`config.mk`:
```
export PLATFORM = sky130hd
export DESIGN_NAME = div_iter_flat
export DESIGN_NICKNAME = d
export VERILOG_FILES = /design/src/rtl/div_if.sv /design/src/rtl/div_iter.sv /design/src/flat_wrapper.sv
export SDC_FILE = /design/constraint.sdc
export NUM_CORES = 1
export LEC_CHECK = 0
export CAP_MARGIN = 15
export CORE_UTILIZATION = 35
export DETAILED_ROUTE_END_ITERATION = 10
export PLACE_DENSITY = 0.61
export SYNTH_ARGS = -nofsm -noshare
export SYNTH_HDL_FRONTEND = slang
export SYNTH_SLANG_ARGS = --single-unit
```
`constraint.sdc`:
```
create_clock -name clk -period 5.9 [get_ports clk]
set_clock_uncertainty 0.2 [all_clocks]
set_input_delay 0.59 -clock clk [delete_from_list [all_inputs] [get_ports clk]]
set_output_delay 0.59 -clock clk [all_outputs]
set_load 0.05 [all_outputs]
```
`src/rtl/div_if.sv`:
```
// div_if: EX-stage <-> divider handshake bundle
// master (EX side) drives div_start/div_signed/div_cancel/opr1/opr2.
// slave (divider) drives div_ready/div_busy/div_quo/div_rem.
interface div_if #(parameter int WIDTH = 32);
  logic             div_start;
  logic             div_signed;
  logic             div_cancel;
  logic [WIDTH-1:0] opr1;
  logic [WIDTH-1:0] opr2;
  logic             div_ready;
  logic             div_busy;
  logic [WIDTH-1:0] div_quo;
  logic [WIDTH-1:0] div_rem;
  modport master (output div_start, div_signed, div_cancel, opr1, opr2,
                  input  div_ready, div_busy, div_quo, div_rem);
  modport slave  (input  div_start, div_signed, div_cancel, opr1, opr2,
                  output div_ready, div_busy, div_quo, div_rem);
endinterface

```
`src/rtl/div_iter.sv`:
```
// div_iter: radix-2 restoring divider for MIPS DIV/DIVU, one quotient bit per cycle
// Ports:
//   clk, rst (sync, active-high).
//   d (div_if.slave): start/signed/cancel/opr1/opr2 in; ready/busy/quo/rem out.
// Optional macro DIV_EARLY_OUT_EN: |opr1| < |opr2| finishes one cycle after accept.
module div_iter #(parameter int WIDTH = 32) (
  input logic clk,
  input logic rst,
  div_if.slave d
);
  localparam int CW = $clog2(WIDTH);
  typedef enum logic [1:0] {IDLE, BUSY, DONE} state_t;
  state_t state;
  logic [WIDTH-1:0] pr, dvd, dsr, a_mag, b_mag, q_nxt, r_nxt;
  logic [WIDTH:0] sh, diff;
  logic [CW-1:0] cnt;
  logic sign_q, sign_r, early;
  always_comb begin
    a_mag = d.div_signed && d.opr1[WIDTH-1] ? -d.opr1 : d.opr1;
    b_mag = d.div_signed && d.opr2[WIDTH-1] ? -d.opr2 : d.opr2;
    sh    = {pr, dvd[WIDTH-1]};
    diff  = sh - {1'b0, dsr};
    q_nxt = {dvd[WIDTH-2:0], ~diff[WIDTH]};
    r_nxt = diff[WIDTH] ? sh[WIDTH-1:0] : diff[WIDTH-1:0];
`ifdef DIV_EARLY_OUT_EN
    early = a_mag < b_mag;
`else
    early = 1'b0;
`endif
  end
  // dvd doubles as the quotient shift register: dividend bits leave at the top
  // while quotient bits enter at the bottom.
  always_ff @(posedge clk) begin
    if (rst) begin
      state       <= IDLE;
      d.div_ready <= 1'b0;
      d.div_busy  <= 1'b0;
      d.div_quo   <= '0;
      d.div_rem   <= '0;
      cnt         <= '0;
      pr          <= '0;
      dvd         <= '0;
      dsr         <= '0;
      sign_q      <= 1'b0;
      sign_r      <= 1'b0;
    end else begin
      d.div_ready <= 1'b0;
      case (state)
        IDLE: if (!d.div_cancel && d.div_start) begin
          sign_q <= d.div_signed & (d.opr1[WIDTH-1] ^ d.opr2[WIDTH-1]);
          sign_r <= d.div_signed & d.opr1[WIDTH-1];
          dvd    <= a_mag;
          dsr    <= b_mag;
          pr     <= '0;
          cnt    <= '0;
          if (d.opr2 == '0 || early) begin
            state       <= DONE;
            d.div_ready <= 1'b1;
            d.div_quo   <= d.opr2 == '0 ? '1 : '0;
            d.div_rem   <= d.opr1;
          end else begin
            state      <= BUSY;
            d.div_busy <= 1'b1;
          end
        end
        BUSY: if (d.div_cancel) begin
          state      <= IDLE;
          d.div_busy <= 1'b0;
        end else begin
          pr  <= r_nxt;
          dvd <= q_nxt;
          cnt <= cnt + 1'b1;
          if (cnt == CW'(WIDTH - 1)) begin
            state       <= DONE;
            d.div_busy  <= 1'b0;
            d.div_ready <= 1'b1;
            d.div_quo   <= sign_q ? -q_nxt : q_nxt;
            d.div_rem   <= sign_r ? -r_nxt : r_nxt;
          end
        end
        default: state <= IDLE;
      endcase
    end
  end
endmodule

```
`src/flat_wrapper.sv`:
```
// flat-port wrapper written by rule: the top's interface ports become plain ports
module div_iter_flat 
#(parameter int WIDTH = 32)
  (clk, rst, d_div_start, d_div_signed, d_div_cancel, d_opr1, d_opr2, d_div_ready, d_div_busy, d_div_quo, d_div_rem);
  div_if #(.WIDTH(WIDTH)) d_i ();
  input logic clk;
  input logic rst;
  input wire logic [$bits(d_i.div_start)-1:0] d_div_start;
  input wire logic [$bits(d_i.div_signed)-1:0] d_div_signed;
  input wire logic [$bits(d_i.div_cancel)-1:0] d_div_cancel;
  input wire logic [$bits(d_i.opr1)-1:0] d_opr1;
  input wire logic [$bits(d_i.opr2)-1:0] d_opr2;
  output wire logic [$bits(d_i.div_ready)-1:0] d_div_ready;
  output wire logic [$bits(d_i.div_busy)-1:0] d_div_busy;
  output wire logic [$bits(d_i.div_quo)-1:0] d_div_quo;
  output wire logic [$bits(d_i.div_rem)-1:0] d_div_rem;
  assign d_i.div_start = d_div_start;
  assign d_i.div_signed = d_div_signed;
  assign d_i.div_cancel = d_div_cancel;
  assign d_i.opr1 = d_opr1;
  assign d_i.opr2 = d_opr2;
  assign d_div_ready = d_i.div_ready;
  assign d_div_busy = d_i.div_busy;
  assign d_div_quo = d_i.div_quo;
  assign d_div_rem = d_i.div_rem;
  div_iter #(.WIDTH(WIDTH)) u_core (.clk(clk), .rst(rst), .d(d_i));
endmodule
```
==> run_1/met2.png <==
Cells faint in the background.
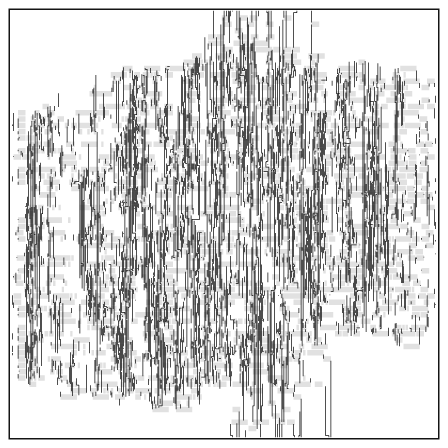
wire length on this layer: 16200 microns
share of all routed wire: 44%
M2 GR Usage: 34.5%
routed via count: 11400
final WL: 37.1 mm

==> run_1/met4.png <==
The bar under the picture is 50 microns long. Cells faint in the background.
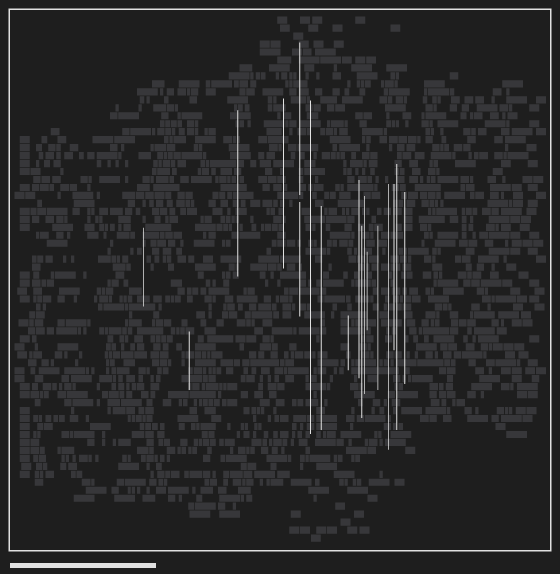
wire length on this layer: 1040 microns
nets with wire on the layer: 15
main direction: vertical
share of all routed wire: 2.8%

==> run_1/metal_stack.png <==
Two of the layers only.
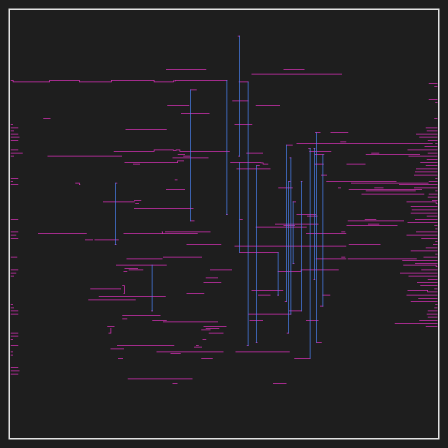
| layer | color | wire length |
|---|---|---|
| met4 | blue | 1040 microns |
| met3 | magenta | 2110 microns |
drt wl/cell: 17.9 microns
Total GRT Usage: 21.9%

==> flow_metrics.env, run 1 <==
# source this file to load flow results
export IMPL_diodes=0
export IMPL_drive_above_1_share_pct=4.84
export IMPL_pin_count=135
export IMPL_place_inst=2041
export IMPL_max_cap_violations=0
export IMPL_min_period_ns=5.36
export IMPL_cts_reportedPaths_clkPinSlew_ns=0.07
export IMPL_power_mw=2.96
export IMPL_synth_avg_cell_area_sq_um=7.47
export IMPL_internal_power_mw=1.98
export IMPL_synth_edff_count=0
export IMPL_cpMostUsedCell="or3_1"
export IMPL_final_setup_tns_ns=0
export IMPL_critical_path_depth=19
export IMPL_r2r_end="u_core.d.div_rem[30]"
export IMPL_hold_ws_ns=0.251
export IMPL_synth_stat_cells=1557
export IMPL_required_ns=6.04
export IMPL_clk_path_buf_depth=2
export IMPL_core_sq_um=32600
export IMPL_power_frac_seq_pct=41.2
export IMPL_run_status="completed"
export IMPL_p_leak_nw=5.00
export IMPL_ff2ff_setup_slack_ns=0.54
export IMPL_cts_hold_buffers_added=0
export IMPL_num_multi_input_gates=1228
export IMPL_tightest_slew_ns=1.06
export IMPL_seq_cell_count=171
export IMPL_met3_usage_pct=2.63
export IMPL_clkbuf_count=17
export IMPL_p_comb_mw=0.645
export IMPL_async_flop_share_pct=0
export IMPL_place_detailed_hpwl_mm=28.0
export IMPL_min_path_cells=2
export IMPL_powerSeq_mw=1.22
export IMPL_met2_length_mm=16.2
export IMPL_topCellsByArea="dfxtp_1 (29%), nor2_1 (7.5%), xor2_1 (6.1%), a21oi_1 (5.4%), nand2_1 (4.5%)"
export IMPL_regArea_sq_um=3420
export IMPL_ys_flops=171
export IMPL_rows=66
export IMPL_synth_area_leader_cell="dfxtp_1"
export IMPL_hp_start="u_core.dsr[31]"
export IMPL_slowest_delay_ns=0.50
export IMPL_cp_data_arrival_time_ns=5.50
export IMPL_area_share_sequential_pct=24.8
export IMPL_synth_simple_area_share_pct=21.9
export IMPL_utilization_pct=42.4
export IMPL_dieWidth_microns=184
export IMPL_io_buffers=134
export IMPL_reg2regPathDepth=19
export IMPL_synth_xor_area_share_pct=9.86
export IMPL_chip_area_sq_um=34000
export IMPL_hold_class="reg -> reg"
export IMPL_critical_path_endpoint_type="flop"
export IMPL_netlist_instances=1557
export IMPL_final_nets=1728
export IMPL_die_h_microns=184
export IMPL_fp_util_pct=35.7
export IMPL_min_to="u_core.dsr[31]"
export IMPL_nonClkBufAreaFrac_pct=10.6
export IMPL_hold_viol_final=0
export IMPL_finalNonFillerCells=2074
export IMPL_timing_fmax_ghz=0.187
export IMPL_syn_to_final_growth_pct=18.8
==> run_1/drive_strength.png <==
The bar under the picture is 50 microns long.
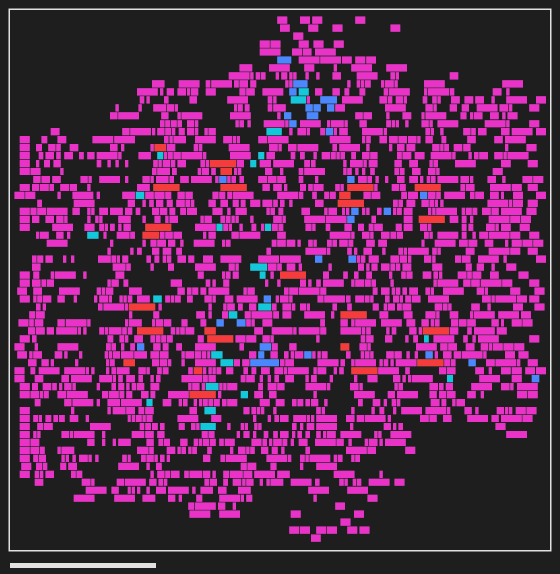

==> run 2, diff against run 1 <==
- CORE_MARGIN: unset -> 4
==> run_2/drive_strength.png <==
The bar under the picture is 50 microns long.
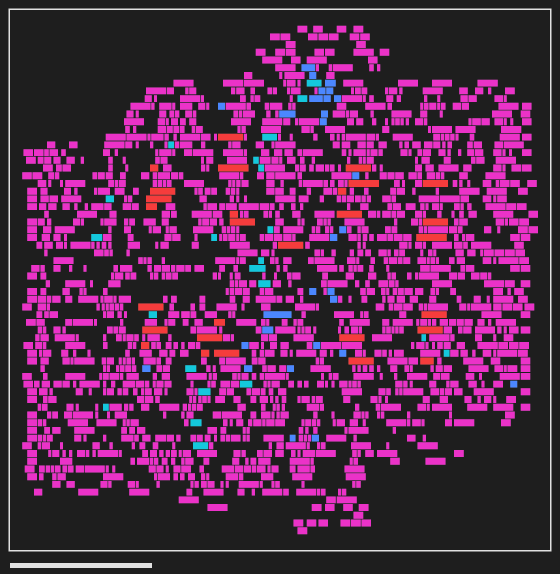
| size | color | cells | share | most used |
|---|---|---|---|---|
| drive 3 to 4 | blue | 29 | 1.8% | buf_4 |
| drive 2 | cyan | 22 | 1.3% | or2_2 |
| drive 6 and up | red | 28 | 1.7% | clkbuf_16 |
| drive 1 or less | magenta | 1555 | 95% | nor2_1 |
Non-CTS buffers: 152
Worst Slack Setup Final: 0.563 ns

==> run_2/met2.png <==
Cells faint in the background.
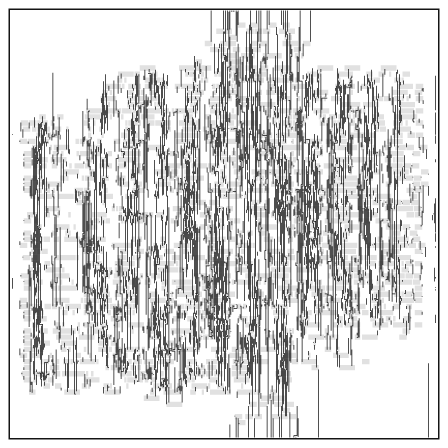
nets with wire on the layer: 1329
share of all routed wire: 44%
main direction: vertical
routed via count: 11400
M2 GR Usage: 31.2%
final WL: 37.8 mm

==> run_2/metal_stack.png <==
Two of the layers only.
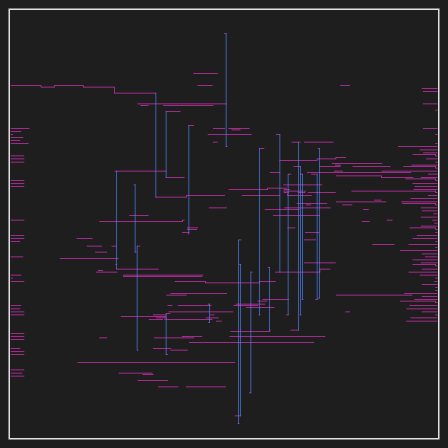
| layer | color | wire length |
|---|---|---|
| met3 | magenta | 2260 microns |
| met4 | blue | 1080 microns |
Total GRT Usage: 20.3%
drt wl/cell: 18.2 microns

==> run 2 against run 1 <==
Against the previous run: design area grew 0.48%; sequential cell count is the same; register-to-register slack gained 0.02 ns; area after synthesis is the same; clock-buffer cell count grew 2; largest power group unchanged; sequential power is essentially flat; via count shrank 0.20%; critical path depth grew 1; cell count is essentially flat; synthesized cell count is the same.
==> flow_metrics.env, run 2 <==
# source this file to load flow results
export IMPL_power_density_nw_per_um2=222
export IMPL_synthMuxAreaShare_pct=1.67
export IMPL_path_class="reg -> reg"
export IMPL_hp_start="u_core.dsr[31]"
export IMPL_die_h_microns=190
export IMPL_run_status="completed"
export IMPL_pin_count=135
export IMPL_cts_hold_buffers_added=0
export IMPL_cts_reportedPaths_clkPinSlew_ns=0.08
export IMPL_reg2regPathDepth=20
export IMPL_met2_length_mm=16.5
export IMPL_p_comb_mw=0.645
export IMPL_netlist_instances=1557
export IMPL_clk_path_buf_depth=2
export IMPL_start_kind="flop"
export IMPL_diodes=0
export IMPL_ys_warn_count=0
export IMPL_r2r_end="u_core.d.div_rem[22]"
export IMPL_top_power_group="sequential cells"
export IMPL_max_cap_violations=0
export IMPL_final_setup_tns_ns=0
export IMPL_required_ns=6.02
export IMPL_ff2ff_setup_slack_ns=0.56
export IMPL_async_flop_share_pct=0
export IMPL_synth_top_cell_by_count="nor2_1"
export IMPL_internal_power_mw=2.12
export IMPL_dieWidth_microns=190
export IMPL_synth_edff_count=0
export IMPL_drc=0
export IMPL_grt_pass1_vias=10500
export IMPL_min_to="u_core.dsr[31]"
export IMPL_fp_util_pct=35.6
export IMPL_slowest_delay_ns=0.40
export IMPL_synth_area_leader_cell="dfxtp_1"
export IMPL_synth_xor_area_share_pct=9.86
export IMPL_chip_area_sq_um=36200
export IMPL_utilization_pct=42.5
export IMPL_final_nets=1729
export IMPL_power_frac_seq_pct=39.6
export IMPL_min_period_ns=5.34
export IMPL_cpMostUsedCell="a21oi_1"
export IMPL_powerSeq_mw=1.22
export IMPL_finalNonFillerCells=2076
export IMPL_timing_fmax_ghz=0.187
export IMPL_area_share_sequential_pct=24.6
export IMPL_rows=66
export IMPL_topCellsByArea="dfxtp_1 (29%), nor2_1 (7.5%), xor2_1 (6.1%), a21oi_1 (5.4%), nand2_1 (4.5%)"
export IMPL_tapCellCount=442
export IMPL_p_leak_nw=5.05
export IMPL_synth_area_sq_um=11600
export IMPL_met3_usage_pct=3.11
export IMPL_nonClkBufAreaFrac_pct=10.6
export IMPL_seq_cell_count=171
export IMPL_io_buffers=134
export IMPL_place_detailed_hpwl_mm=28.7
export IMPL_layout_top_cells="nor2_1 (230), dfxtp_1 (171), nand2_1 (141)"
export IMPL_min_path_cells=2
export IMPL_setup_viol=0
export IMPL_hold_ws_ns=0.256
export IMPL_hold_viol_final=0
export IMPL_regArea_sq_um=3420
export IMPL_insertion_delay_ns=0.44
export IMPL_synth_simple_area_share_pct=21.9
export IMPL_synth_avg_cell_area_sq_um=7.47
export IMPL_p_switching_mw=0.968
export IMPL_cp_data_arrival_time_ns=5.46
export IMPL_slew_viol_final=0
export IMPL_crit_slowest_cell="fa_1"
export IMPL_power_mw=3.08
export IMPL_drive_above_1_share_pct=4.83
export IMPL_num_multi_input_gates=1227
export IMPL_core_sq_um=32700
export IMPL_place_inst=2044
export IMPL_tightest_slew_ns=1.05
export IMPL_critical_path_depth=20
export IMPL_ys_flops=171
export IMPL_syn_to_final_growth_pct=19.4
export IMPL_clkbuf_count=19
export IMPL_critical_path_endpoint_type="flop"
export IMPL_hold_class="reg -> reg"
Power and IR drop assume default switching activity.
